### src/rtl/reg_bank_uart_host_if.sv
// Host-side request/response bundle for the register-bank UART initiator.
// The master drives a request; the slave (the UART host engine) answers with
// busy/done and the response byte.
interface reg_bank_uart_host_if;
  logic       req_in;
  logic       we_in;
  logic [6:0] addr_in;
  logic [7:0] wdata_in;
  logic       busy_out;
  logic       done_out;
  logic [7:0] rdata_out;
  logic       err_out;

  modport master (
    output req_in, we_in, addr_in, wdata_in,
    input  busy_out, done_out, rdata_out, err_out
  );

  modport slave (
    input  req_in, we_in, addr_in, wdata_in,
    output busy_out, done_out, rdata_out, err_out
  );
endinterface

### src/rtl/reg_bank_uart_host.sv
// UART command initiator for the register bank serial port.
// Turns one parallel read/write request into an 8N1 command frame (plus a data
// frame for writes), then waits for the single response byte on rx_in and
// reports it with a done pulse and an error flag.
module reg_bank_uart_host #(
  parameter int CLKS_PER_BIT = 142,
  parameter int TIMEOUT_CLKS = 4096
) (
  input  logic                       clk_in,
  input  logic                       rst_in,
  reg_bank_uart_host_if.slave        bus,
  output logic                       tx_out,
  input  logic                       rx_in
);

  localparam int CNT_W  = $clog2(CLKS_PER_BIT);
  localparam int TOUT_W = $clog2(TIMEOUT_CLKS + 1);

  localparam logic [CNT_W-1:0]  BIT_LAST  = CNT_W'(CLKS_PER_BIT - 1);
  localparam logic [CNT_W-1:0]  BIT_HALF  = CNT_W'(CLKS_PER_BIT / 2);
  localparam logic [TOUT_W-1:0] TOUT_LAST = TOUT_W'(TIMEOUT_CLKS - 1);
  localparam logic [3:0]        LAST_SLOT = 4'd9;

  typedef enum logic [2:0] {
    IDLE,
    TX_CMD,
    TX_DATA,
    WAIT_RESP,
    RX_BYTE,
    FINISH
  } state_t;

  state_t             state;
  logic               we_q;
  logic [7:0]         wdata_q;
  logic [9:0]         tx_sr;
  logic               tx_q;
  logic [CNT_W-1:0]   clk_cnt;
  logic [3:0]         bit_idx;
  logic [TOUT_W-1:0]  tout_cnt;
  logic [7:0]         rx_sr;
  logic               busy_q;
  logic               done_q;
  logic               err_q;
  logic [7:0]         rdata_q;

  logic               rx_s1;
  logic               rx_s2;
  logic               rx_prev;
  logic               rx_fall;

  // 10-bit 8N1 frame, LSB transmitted first: start(0), data[0..7], stop(1).
  function automatic logic [9:0] frame_of(input logic [7:0] b);
    return {1'b1, b, 1'b0};
  endfunction

  // Response is bad if the stop bit reads low, or a write echo differs.
  function automatic logic resp_err(input logic       stop_bit,
                                    input logic       is_write,
                                    input logic [7:0] rx_byte,
                                    input logic [7:0] sent_byte);
    return (~stop_bit) | (is_write & (rx_byte != sent_byte));
  endfunction

  // Two-flop synchronizer for the asynchronous rx line plus one delay for edge detect.
  always_ff @(posedge clk_in) begin
    if (rst_in) begin
      rx_s1   <= 1'b1;
      rx_s2   <= 1'b1;
      rx_prev <= 1'b1;
    end else begin
      rx_s1   <= rx_in;
      rx_s2   <= rx_s1;
      rx_prev <= rx_s2;
    end
  end

  assign rx_fall = rx_prev & ~rx_s2;

  // Transaction FSM: serialize command/data, await response, deserialize, report.
  always_ff @(posedge clk_in) begin
    if (rst_in) begin
      state    <= IDLE;
      tx_q     <= 1'b1;
      busy_q   <= 1'b0;
      done_q   <= 1'b0;
      err_q    <= 1'b0;
      rdata_q  <= 8'h00;
      clk_cnt  <= '0;
      bit_idx  <= '0;
      tout_cnt <= '0;
    end else begin
      done_q <= 1'b0;
      case (state)
        IDLE: begin
          // A request coinciding with the done pulse is deliberately dropped.
          if (bus.req_in && !done_q) begin
            we_q    <= bus.we_in;
            wdata_q <= bus.wdata_in;
            tx_sr   <= frame_of({bus.we_in, bus.addr_in});
            tx_q    <= 1'b0;
            busy_q  <= 1'b1;
            err_q   <= 1'b0;
            clk_cnt <= '0;
            bit_idx <= '0;
            state   <= TX_CMD;
          end
        end

        TX_CMD, TX_DATA: begin
          if (clk_cnt == BIT_LAST) begin
            clk_cnt <= '0;
            if (bit_idx == LAST_SLOT) begin
              bit_idx <= '0;
              if (state == TX_CMD && we_q) begin
                // Data frame follows the command stop bit with no idle gap.
                tx_sr <= frame_of(wdata_q);
                tx_q  <= 1'b0;
                state <= TX_DATA;
              end else begin
                tx_q     <= 1'b1;
                tout_cnt <= '0;
                state    <= WAIT_RESP;
              end
            end else begin
              bit_idx <= bit_idx + 4'd1;
              tx_q    <= tx_sr[1];
              tx_sr   <= {1'b1, tx_sr[9:1]};
            end
          end else begin
            clk_cnt <= clk_cnt + 1'b1;
          end
        end

        WAIT_RESP: begin
          if (rx_fall) begin
            clk_cnt  <= '0;
            bit_idx  <= '0;
            tout_cnt <= tout_cnt + 1'b1;
            state    <= RX_BYTE;
          end else if (tout_cnt >= TOUT_LAST) begin
            // Silent responder: flag the error, keep the previous rdata.
            err_q <= 1'b1;
            state <= FINISH;
          end else begin
            tout_cnt <= tout_cnt + 1'b1;
          end
        end

        RX_BYTE: begin
          if (bit_idx == 4'd0) begin
            // Timeout keeps running until the start bit is confirmed.
            tout_cnt <= tout_cnt + 1'b1;
            if (clk_cnt == BIT_HALF) begin
              clk_cnt <= '0;
              if (rx_s2) begin
                state <= WAIT_RESP;
              end else begin
                bit_idx <= 4'd1;
              end
            end else begin
              clk_cnt <= clk_cnt + 1'b1;
            end
          end else if (clk_cnt == BIT_LAST) begin
            clk_cnt <= '0;
            if (bit_idx == LAST_SLOT) begin
              // Stop-bit sample taken: finish without waiting out the stop bit.
              rdata_q <= rx_sr;
              err_q   <= resp_err(rx_s2, we_q, rx_sr, wdata_q);
              state   <= FINISH;
            end else begin
              rx_sr   <= {rx_s2, rx_sr[7:1]};
              bit_idx <= bit_idx + 4'd1;
            end
          end else begin
            clk_cnt <= clk_cnt + 1'b1;
          end
        end

        FINISH: begin
          done_q <= 1'b1;
          busy_q <= 1'b0;
          state  <= IDLE;
        end

        default: state <= IDLE;
      endcase
    end
  end

  assign tx_out        = tx_q;
  assign bus.busy_out  = busy_q;
  assign bus.done_out  = done_q;
  assign bus.rdata_out = rdata_q;
  assign bus.err_out   = err_q;

endmodule

### src/flat_wrapper.sv
// flat-port wrapper written by rule: the top's interface ports become plain ports
module reg_bank_uart_host_flat 
#(
  parameter int CLKS_PER_BIT = 142,
  parameter int TIMEOUT_CLKS = 4096
)
  (clk_in, rst_in, tx_out, rx_in, bus_req_in, bus_we_in, bus_addr_in, bus_wdata_in, bus_busy_out, bus_done_out, bus_rdata_out, bus_err_out);
  reg_bank_uart_host_if bus_i ();
  input  logic clk_in;
  input  logic rst_in;
  output logic tx_out;
  input  logic rx_in;
  input wire logic [$bits(bus_i.req_in)-1:0] bus_req_in;
  input wire logic [$bits(bus_i.we_in)-1:0] bus_we_in;
  input wire logic [$bits(bus_i.addr_in)-1:0] bus_addr_in;
  input wire logic [$bits(bus_i.wdata_in)-1:0] bus_wdata_in;
  output wire logic [$bits(bus_i.busy_out)-1:0] bus_busy_out;
  output wire logic [$bits(bus_i.done_out)-1:0] bus_done_out;
  output wire logic [$bits(bus_i.rdata_out)-1:0] bus_rdata_out;
  output wire logic [$bits(bus_i.err_out)-1:0] bus_err_out;
  assign bus_i.req_in = bus_req_in;
  assign bus_i.we_in = bus_we_in;
  assign bus_i.addr_in = bus_addr_in;
  assign bus_i.wdata_in = bus_wdata_in;
  assign bus_busy_out = bus_i.busy_out;
  assign bus_done_out = bus_i.done_out;
  assign bus_rdata_out = bus_i.rdata_out;
  assign bus_err_out = bus_i.err_out;
  reg_bank_uart_host #(.CLKS_PER_BIT(CLKS_PER_BIT), .TIMEOUT_CLKS(TIMEOUT_CLKS)) u_core (.clk_in(clk_in), .rst_in(rst_in), .bus(bus_i), .tx_out(tx_out), .rx_in(rx_in));
endmodule
### config.mk
export PLATFORM = sky130hd
export DESIGN_NAME = reg_bank_uart_host_flat
export DESIGN_NICKNAME = d
export VERILOG_FILES = /design/src/rtl/reg_bank_uart_host_if.sv /design/src/rtl/reg_bank_uart_host.sv /design/src/flat_wrapper.sv
export SDC_FILE = /design/constraint.sdc
export NUM_CORES = 1
export LEC_CHECK = 0
export ABC_AREA = 1
export CELL_PAD_IN_SITES_DETAIL_PLACEMENT = 1
export CELL_PAD_IN_SITES_GLOBAL_PLACEMENT = 2
export CORE_UTILIZATION = 35
export CTS_BUF_LIST = sky130_fd_sc_hd__clkbuf_4 sky130_fd_sc_hd__clkbuf_8
export CTS_CLUSTER_DIAMETER = 80
export DETAILED_ROUTE_END_ITERATION = 8
export PLACE_DENSITY = 0.86
export REMOVE_ABC_BUFFERS = 1
export SYNTH_ARGS = -nofsm -noshare
export SYNTH_HDL_FRONTEND = slang
export SYNTH_SLANG_ARGS = --single-unit
### constraint.sdc
create_clock -name clk_in -period 2.8 [get_ports clk_in]
set_clock_uncertainty 0.1 [all_clocks]
set_input_delay 0.42 -clock clk_in [delete_from_list [all_inputs] [get_ports clk_in]]
set_output_delay 0.42 -clock clk_in [all_outputs]
set_load 0.02 [all_outputs]
==> impl_metrics.csv, run 1 <==
group,metric,value,unit
setup_path,cp_max_fo,15,
power,p_seq_frac,0.372,
finish,area_delta_synth_final,17.7,%
place,place.gp.congestion,0.803,
run_status,status,"finished, final reports clean",
finish,seq_share,0.375,
cts,cts.clk_slew.worst_paths,0.08,ns
drt,wl_met2,4380,um
finish,fin_nets,538,
drt,drc,0,
cts,cts_buffer_depth,2,
cts,root_buffer,"clkbuf_8",
sta,fmax,433,MHz
logic_synthesis,syn_avg_cell_area,7.71,um2
setup_path,worstSetupPathType,"reg2reg",
global_route,grt_max_degree,21,
setup_path,reg2regPathDepth,9,
cts,cts_tree,"yes",
sta,fin_tns_setup,0,ns
place,placed_area,0.00410,mm2
sta,period_needed,2.31,ns
finish,fillers,1257,
place,post-place-ws,0.492,ns
cts,cts.hold.buffers_added,0,
drt,drt_wl_total,9720,um
cts,h-tree-depth,3,
sta,finalSetupViolCount,0,
power,p_int,0.00205,W
floorplanning,die_y,104,um
finish,stdcell_area,0.00430,mm2
drt,drt_iter0_drc,138,
finish,ff_count,68,
logic_synthesis,top_area_cell,"dfxtp_1",
logic_synthesis,synth-main-ff-cell,"dfxtp_1",
drt,wl_met3,225,um
logic_synthesis,ys_types,35,
finish,comb_share,0.423,
finish,logic_area,0.00182,mm2
job,warnings,28,
setup_path,crit_path_max_incr_delay,0.57,ns
finish,final-clk-cell-share,0.0460,
power,total_power,0.00348,W
worst_hold_path,holdPathEnd,"u_core.rx_s2$_SDFF_PP1_",
logic_synthesis,edf_count,25,
cts,post_cts_buffers,0,
logic_synthesis,logic_family,"simple AND/OR/NAND/NOR gates",
floorplanning,n_tap_cell,133,
logic_synthesis,mux_area_frac,0,
logic_synthesis,ys_cells,474,
drt,ant_nets,0,
setup_path,path_buffers,0,
logic_synthesis,aoi_share,0.0976,
logic_synthesis,async_flop_share,0,
finish,inverters,42,
sta,setup_slack,0.490,ns
finish,finish.utilization,0.432,
cts,post_cts_resized,0,
finish,logic_gates,355,
floorplanning,fp-row-count,36,
finish,buf_share,0.0809,
setup_path,r2r_end,"u_core.tout_cnt[1]$_SDFFE_PP0P_",
sta,hold_slack,0.321,ns
finish,n_antenna_cell,0,
power,switching_power,0.00143,W
sta,rsz0062_at_grt,"false",
logic_synthesis,top_cell_area_share,0.236,
drt,drtPass1Iterations,4,
global_route,met1_usage,0.261,
setup_path,cp.arrival,2.46,ns
setup_path,critPathRequiredTime,2.95,ns
sta,slew_headroom,0.529,
setup_path,worstSetupStartpointType,"flip-flop",
setup_path,rr_startpoint,"u_core.tout_cnt[0]$_SDFFE_PP0P_",
setup_path,cp-end-kind,"flip-flop",
power,powerDensity,809,mW/mm2
worst_hold_path,hold_path_depth,1,
logic_synthesis,topCellsByArea,"dfxtp_1, edfxtp_1, nand2_1",
logic_synthesis,simple_gate_share,0.346,
place,dpl.hpwl,7200,um
setup_path,endpoint,"u_core.tout_cnt[1]$_SDFFE_PP0P_",
finish,nNonClkBuffers,36,
place,place_inst,634,
setup_path,crit_chain,"ha_1, nand2_1, nor2_1, nand3_1, nand2_1, o21ai_2, nand2_2, nand2_2, a21oi_2",
finish,final_common_cell,"nand2_1",
sta,hold_violations,0,
cts,clkSinkCount,68,
logic_synthesis,yosys.stat.seqShare,0.441,
logic_synthesis,synthXorXnorAreaFrac,0.0336,
sta,tightest_slew,0.707,ns
power,cellLeakagePower,1.64,nW
logic_synthesis,synthTopCellsByCount,"nand2_1, nor2_1, dfxtp_1",
drt,drt-met1-wl,5010,um
finish,seq_area,0.00161,mm2
-- run 1: sequential cells by signal, indices dropped and copies added (netlist names), 3 cells and up --
register,cells
u_core.tout_cnt,13
u_core.bus.rdata_out,8
u_core.clk_cnt,8
u_core.rx_sr,8
u_core.tx_sr,8
u_core.wdata_q,8
u_core.bit_idx,4
u_core.state,3
-- run 1: power groups by stage --
stage | Combinational, W | Sequential, W | Clock [W]
floorplan | 0.000973 | 0.00130 | 0
global placement | 0.00131 | 0.00131 | 0
detailed placement | 0.00135 | 0.00132 | 0
CTS | 0.00136 | 0.00130 | 0.000881
global route | 0.00152 | 0.00131 | 0.000914
finish | 0.00134 | 0.00129 | 0.000844
run_1/port_trees.png
Bar = 20 um.
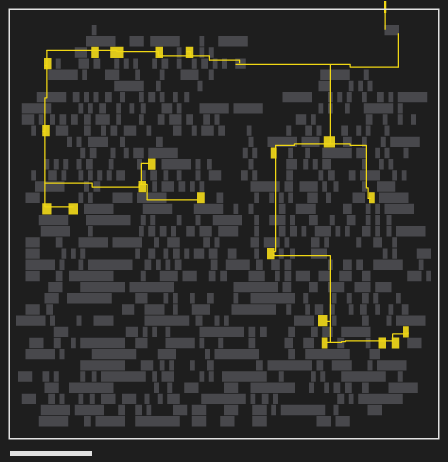
| colour | port | bits | direction | edge | end cells | buffers | wire |
|---|---|---|---|---|---|---|---|
| yellow | rst_in | 1 | input | top | 20 | 2 | 341 um |
I/O Buffers: 31
Top Ports: 32

run_1/clock_wires.png
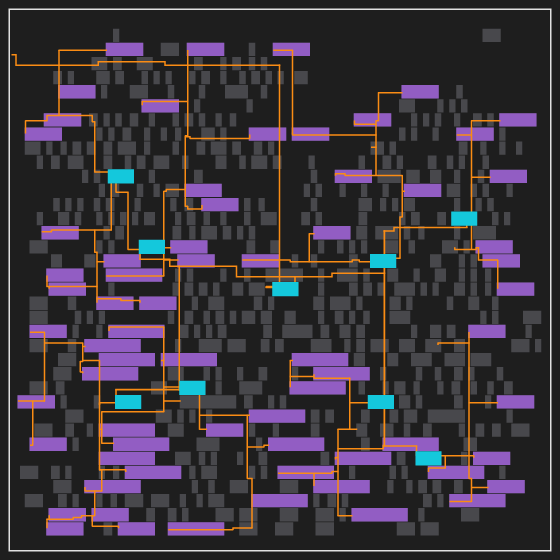
[purple] flip-flops | count: 68
[orange] clock wires | length: 1070 um
[cyan] clock-net drivers | count: 9
flops lie: spread over the die
clk pwr: 0.000844 W
clk latency late pin: 0.36 ns
clock power share: 0.243

run_1/congestion_map.png
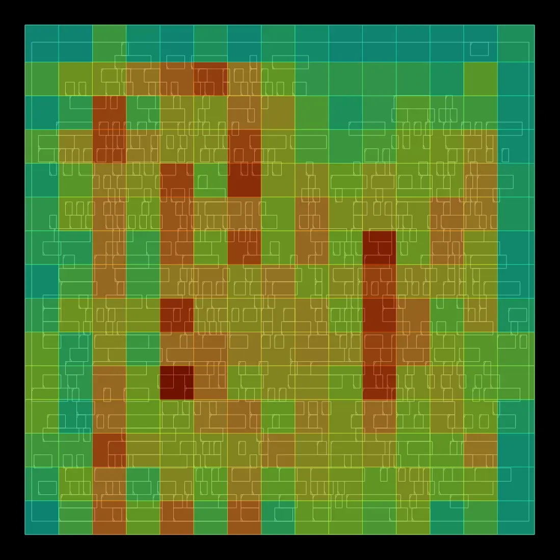
GRT Util Overall: 0.195
met2 global-route usage: 0.313
most used routing layer: met2
DR WL/cell: 15.0 um
met3 Use GR: 0.0401

run_1/ff_map.png
Other sequential cells in the stronger grey, the rest of the logic in the fainter grey.
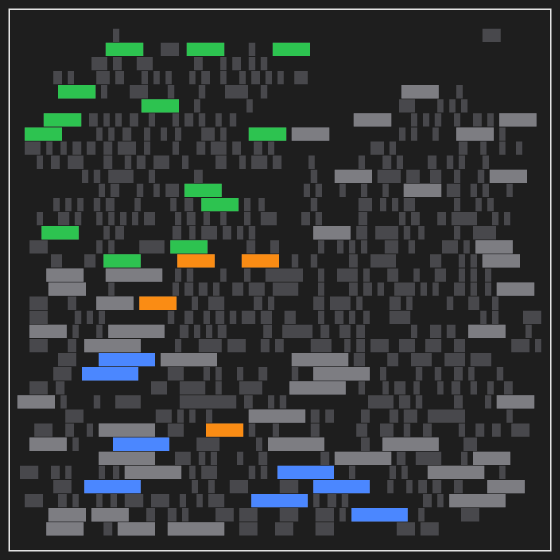

## Run 2: what changed since run 1
--- a/config.mk
+++ b/config.mk
@@ -8,11 +8,11 @@
 export ABC_AREA = 1
 export CELL_PAD_IN_SITES_DETAIL_PLACEMENT = 1
 export CELL_PAD_IN_SITES_GLOBAL_PLACEMENT = 2
-export CORE_UTILIZATION = 35
+export CORE_UTILIZATION = 32
 export CTS_BUF_LIST = sky130_fd_sc_hd__clkbuf_4 sky130_fd_sc_hd__clkbuf_8
 export CTS_CLUSTER_DIAMETER = 80
 export DETAILED_ROUTE_END_ITERATION = 8
-export PLACE_DENSITY = 0.86
+export PLACE_DENSITY = 0.83
 export REMOVE_ABC_BUFFERS = 1
 export SYNTH_ARGS = -nofsm -noshare
 export SYNTH_HDL_FRONTEND = slang
==> constraint.sdc (replaced) <==
create_clock -name clk_in -period 2 [get_ports clk_in]
set_clock_uncertainty 0.1 [all_clocks]
set_input_delay 0.3 -clock clk_in [delete_from_list [all_inputs] [get_ports clk_in]]
set_output_delay 0.3 -clock clk_in [all_outputs]
set_load 0.02 [all_outputs]
run_2/ff_map.png
Other sequential cells in the stronger grey, the rest of the logic in the fainter grey.
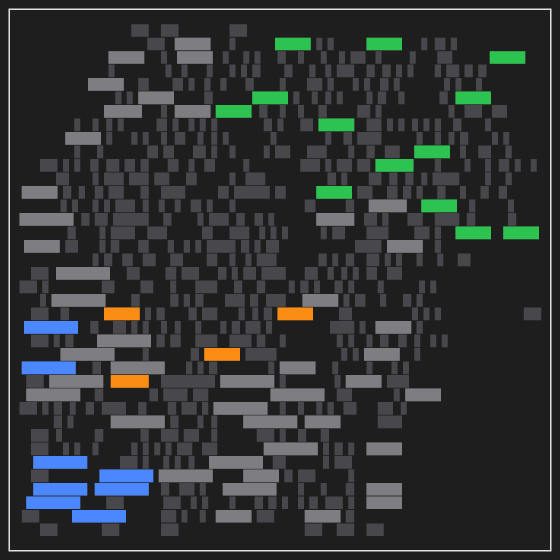
| colour | netlist name | flops |
|---|---|---|
| green | u_core.tout_cnt | 13 |
| blue | u_core.wdata_q | 8 |
| orange | u_core.bit_idx | 4 |
Register Area: 0.00162 mm2
flop share of the area: 0.361

==> run 2 against run 1 <==
  * Critical path depth is the same
  * First-iteration DRC count shrank 4.3%
  * Clock-buffer cell count is the same
  * Critical endpoint is now u_core.tx_sr[3]$_DFFE_PP_
==> impl_metrics.csv, run 2 <==
group,metric,value,unit
sta,setup_slack,0.154,ns
finish,n_antenna_cell,0,
global_route,grt_pass1_vias,3401,
cts,cts_tree,"yes",
logic_synthesis,mux_area_frac,0,
drt,ant_nets,0,
place,post-place-ws,0.0320,ns
setup_path,crit_family,"simple AND/OR/NAND/NOR gates",
logic_synthesis,top_cell_area_share,0.236,
setup_path,cp-end-kind,"flip-flop",
floorplanning,dieArea,0.0118,mm2
power,powerDensity,1130,mW/mm2
floorplanning,fp-row-count,38,
power,total_power,0.00507,W
finish,n_clock_buffer,9,
logic_synthesis,top_cell,"nand2_1",
cts,clkSinkCount,68,
finish,inverters,42,
sta,period_needed,1.85,ns
cts,root_buffer,"clkbuf_8",
setup_path,crit_path_start,"u_core.clk_cnt[1]$_SDFFE_PP0P_",
drt,via_count,3208,
setup_path,cp.arrival,1.83,ns
drt,wl_per_cell,14.2,um
worst_hold_path,holdPathEnd,"u_core.rx_s2$_SDFF_PP1_",
logic_synthesis,topCellsByArea,"dfxtp_1, edfxtp_1, nand2_1",
power,switching_power,0.00207,W
worst_hold_path,hold_start,"u_core.rx_s1$_SDFF_PP1_",
power,power_clock,0.00122,W
global_route,antenna_found_initial,0,
logic_synthesis,async_flop_share,0,
floorplanning,io-pin-count,32,
global_route,grt_max_degree,18,
place,place.gp.congestion,0.838,
job,cap_violations,0,
sta,tightest_slew,0.374,ns
finish,final-clk-cell-share,0.0458,
logic_synthesis,synth-main-ff-cell,"dfxtp_1",
logic_synthesis,top_area_cell,"dfxtp_1",
logic_synthesis,syn_inst,474,
sta,drv_slew,0,
finish,logic_area,0.00185,mm2
finish,final_common_cell,"nand2_1",
finish,area_delta_synth_final,22.7,%
logic_synthesis,yosys.stat.seqShare,0.441,
power,power_frac_clock,0.241,
drt,drtPass1Iterations,4,
floorplanning,n_tap_cell,140,
setup_path,crit_slowest_cell,"dfxtp_2",
global_route,grt_use_total,0.180,
finish,drive_gt1_frac,0.178,
worst_hold_path,hold_path_depth,1,
logic_synthesis,yosys_area,0.00365,mm2
cts,cts_buffer_depth,2,
logic_synthesis,logic_family,"simple AND/OR/NAND/NOR gates",
cts,post_cts_buffers,0,
drt,drt_iter0_drc,132,
setup_path,rr_startpoint,"u_core.clk_cnt[1]$_SDFFE_PP0P_",
logic_synthesis,netlist_area,0.00365,mm2
setup_path,endpoint,"u_core.tx_sr[3]$_DFFE_PP_",
power,pg_seq,0.00180,W
setup_path,r2r_end,"u_core.tx_sr[3]$_DFFE_PP_",
setup_path,worstSetupStartpointType,"flip-flop",
setup_path,reg2regPathDepth,9,
cts,cts.hold.buffers_added,0,
logic_synthesis,yosys_warnings,0,
sta,hold_violations,0,
worst_hold_path,hold_path_class,"reg2reg",
cts,post_cts_resized,0,
logic_synthesis,ys.flops,68,
finish,comb_share,0.414,
finish,ff_count,68,
setup_path,critPathRequiredTime,1.98,ns
power,cellLeakagePower,1.73,nW
cts,clock_latency,0.37,ns
floorplanning,fp-utilization,0.333,
job,warnings,28,
power,p_seq_frac,0.355,
finish,fin_nets,554,
finish,nNonClkBuffers,52,
logic_synthesis,edf_count,25,
setup_path,path_buffers,3,
place,portBuffers,31,
setup_path,worstSetupPathType,"reg2reg",
floorplanning,die_x,109,um
run_status,status,"finished, final reports clean",
logic_synthesis,ys_cells,474,
floorplanning,fp.coreArea,0.0110,mm2
setup_path,cp_common_cell,"inv_1",
sta,finalClockPeriodUsage,0.923,
finish,buf_share,0.105,
finish,lay_top_cells,"nand2_1, nor2_1, dfxtp_1, inv_1, clkdlybuf4s50_1",
power,p_int,0.00299,W
logic_synthesis,ys_types,35,
logic_synthesis,synthXorXnorAreaFrac,0.0336,
logic_synthesis,syn_avg_cell_area,7.71,um2
cts,h-tree-depth,3,
finish,logic_gates,355,
setup_path,crit_chain,"inv_1, ha_1, inv_1, nor2_1, nand2_1, nand2_4, nand2_2, nor4_1, buf_4",
floorplanning,die_y,109,um
setup_path,cp_max_fo,8,
logic_synthesis,synthTopCellsByCount,"nand2_1, nor2_1, dfxtp_1",
drt,drc,0,
sta,slew_headroom,0.749,
power,p_comb,0.00204,W
sta,fmax,542,MHz
finish,largest_register_ffs,13,
logic_synthesis,aoi_share,0.0976,
place,dpl.hpwl,7410,um
global_route,grt_pass1_wl,16400,um
logic_synthesis,simple_gate_share,0.346,
cts,cts.clk_slew.worst_paths,0.08,ns
power,power_top_consumer,"combinational cells",
finish,fillers,1322,
finish,largest_register,"u_core.tout_cnt",
sta,finalSetupViolCount,0,
setup_path,crit_cells,9,
logic_synthesis,fa_ha_area_frac,0.0205,
finish,largest_cell_class,"combinational gates",
drt,drt_wl_total,9590,um
power,ir_worst_vdd,0.644,mV
power,combPwrFrac,0.403,
setup_path,crit_path_max_incr_delay,0.35,ns
setup_path,r2r_slack,0.15,ns
[run 2: cell counts after synthesis]
Identical to the previous run, type by type.
[run 2: through the flow]
step | TNS (ns) | util | instance area, um2 | instances | hold WS, ns
after global placement | 0 | 0.385 | 4230 | 657 | 0.295
after CTS | 0 | 0.404 | 4440 | 673 | 0.322
after global routing | -0.00675 | 0.408 | 4480 | 673 | 0.342
after floorplan | -3.21 | - | 3590 | 465 | 0.262
after detailed placement | 0 | 0.385 | 4230 | 657 | 0.301
final | 0 | 0.408 | 4480 | 673 | 0.317
[run 2: routing by layer]
layer  vias up  wire, um  track usage
met5         -         0            0
met4         0       189       0.0753
met3        16       215       0.0371
met2        32      4460        0.297
met1      1517      4720        0.228
li1       1643         -            -
run_2/clock_wires.png
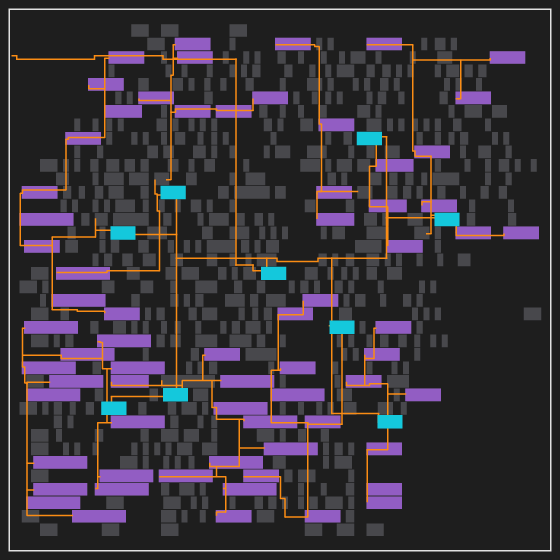

## Run 3: what changed since run 2
--- a/config.mk
+++ b/config.mk
@@ -12,6 +12,7 @@
 export CTS_BUF_LIST = sky130_fd_sc_hd__clkbuf_4 sky130_fd_sc_hd__clkbuf_8
 export CTS_CLUSTER_DIAMETER = 80
 export DETAILED_ROUTE_END_ITERATION = 8
+export MAX_ROUTING_LAYER = met4
 export PLACE_DENSITY = 0.83
 export REMOVE_ABC_BUFFERS = 1
 export SYNTH_ARGS = -nofsm -noshare
run_3/clock_wires.png
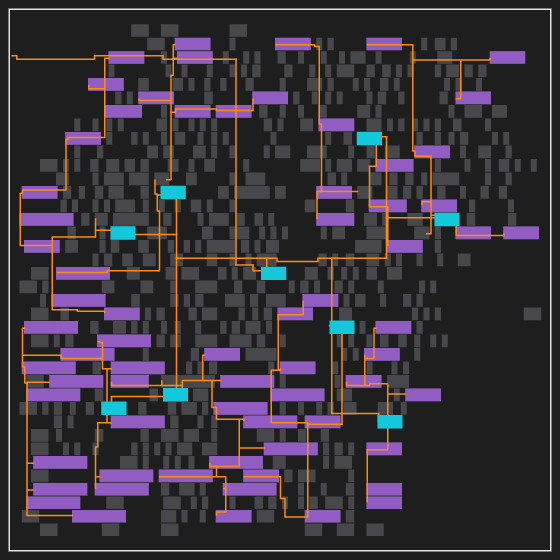
[cyan] clock-net drivers | count: 9
[purple] flip-flops | count: 68
[orange] clock wires | length: 1060 um
routed clock nets: 10
clk pwr: 0.00122 W
clock power share: 0.241

==> run 3 against run 2 <==
  * Final cell count stayed put
  * Worst setup slack hardly changed
  * Register-to-register slack hardly changed
  * Critical path depth stayed put
  * Sequential share of layout area stayed put
  * Maximum frequency hardly changed
  * Core utilization stayed put
  * Area after synthesis stayed put
  * Worst hold slack stayed put
  * Wire length stayed put
  * Sequential power hardly changed
==> impl_metrics.csv, run 3 <==
group,metric,value,unit
worst_hold_path,hold_path_depth,1,
global_route,met1_usage,0.229,
finish,area_delta_synth_final,22.7,%
floorplanning,die_x,109,um
power,total_power,0.00507,W
logic_synthesis,async_flop_share,0,
setup_path,critPathRequiredTime,1.98,ns
finish,stdcell_area,0.00448,mm2
finish,buf_share,0.105,
logic_synthesis,yosys.stat.seqShare,0.441,
logic_synthesis,topCellsByArea,"dfxtp_1, edfxtp_1, nand2_1",
setup_path,cp.arrival,1.83,ns
sta,fmax,542,MHz
finish,ff_count,68,
setup_path,crit_family,"simple AND/OR/NAND/NOR gates",
worst_hold_path,hold_path_class,"reg2reg",
setup_path,path_buffers,3,
cts,cts.hold.buffers_added,0,
logic_synthesis,ys.flops,68,
global_route,grt_pass1_wl,16400,um
finish,comb_share,0.414,
logic_synthesis,top_area_cell,"dfxtp_1",
finish,final_common_cell,"nand2_1",
setup_path,crit_path_start,"u_core.clk_cnt[1]$_SDFFE_PP0P_",
logic_synthesis,syn_avg_cell_area,7.71,um2
power,ir_worst_vdd,0.644,mV
power,powerDensity,1130,mW/mm2
cts,clock_latency,0.37,ns
cts,post_cts_buffers,0,
power,power_top_consumer,"combinational cells",
global_route,use_met3,0.0365,
power,switching_power,0.00207,W
drt,drtPass1Iterations,4,
place,dpl.hpwl,7410,um
drt,via_count,3206,
floorplanning,n_tap_cell,140,
logic_synthesis,synth-main-ff-cell,"dfxtp_1",
cts,root_buffer,"clkbuf_8",
drt,wl_met2,4460,um
worst_hold_path,holdPathEnd,"u_core.rx_s2$_SDFF_PP1_",
place,placed_area,0.00423,mm2
cts,cts.clk_slew.worst_paths,0.08,ns
finish,inverters,42,
finish,drive_gt1_frac,0.178,
floorplanning,die_y,109,um
worst_hold_path,hold_start,"u_core.rx_s1$_SDFF_PP1_",
finish,fillers,1322,
run_status,status,"finished, final reports clean",
setup_path,crit_cells,9,
global_route,antenna_found_initial,0,
finish,final-clk-cell-share,0.0458,
sta,drv_slew,0,
setup_path,r2r_slack,0.15,ns
sta,period_needed,1.85,ns
sta,finalSetupViolCount,0,
floorplanning,io-pin-count,32,
setup_path,r2r_end,"u_core.tx_sr[3]$_DFFE_PP_",
logic_synthesis,synthTopCellsByCount,"nand2_1, nor2_1, dfxtp_1",
job,cap_violations,0,
cts,clkSinkCount,68,
logic_synthesis,top_cell,"nand2_1",
place,portBuffers,31,
cts,cts_tree,"yes",
global_route,grt_use_total,0.185,
sta,fin_tns_setup,0,ns
sta,finalClockPeriodUsage,0.923,
drt,wl_per_cell,14.2,um
floorplanning,dieArea,0.0118,mm2
job,warnings,28,
logic_synthesis,ys_cells,474,
run 3: cell counts in the layout (fill, tap and decap cells not counted):
Identical to the previous run, type by type.
run 3: through the flow:
stage / util / setup slack [ns] / cells
6_report: 0.408 / 0.153 / 673
3_5_place_dp: 0.385 / 0.0320 / 657
3_3_place_gp: 0.385 / 0.0622 / 657
5_1_grt: 0.408 / -0.00675 / 673
4_1_cts: 0.404 / 0.0477 / 673
2_1_floorplan: - / -0.394 / 465
run 3: kinds of logic after synthesis:
| group | share of synthesized area |
|---|---|
| buffers and inverters | 0.0610 |
| flip-flops | 0.441 |
| XOR/XNOR | 0.0336 |
| AND/OR/NAND/NOR | 0.346 |
| AND-OR/OR-AND | 0.0976 |
| adder cells (fa/ha/maj) | 0.0205 |
Power and IR drop assume default switching activity.
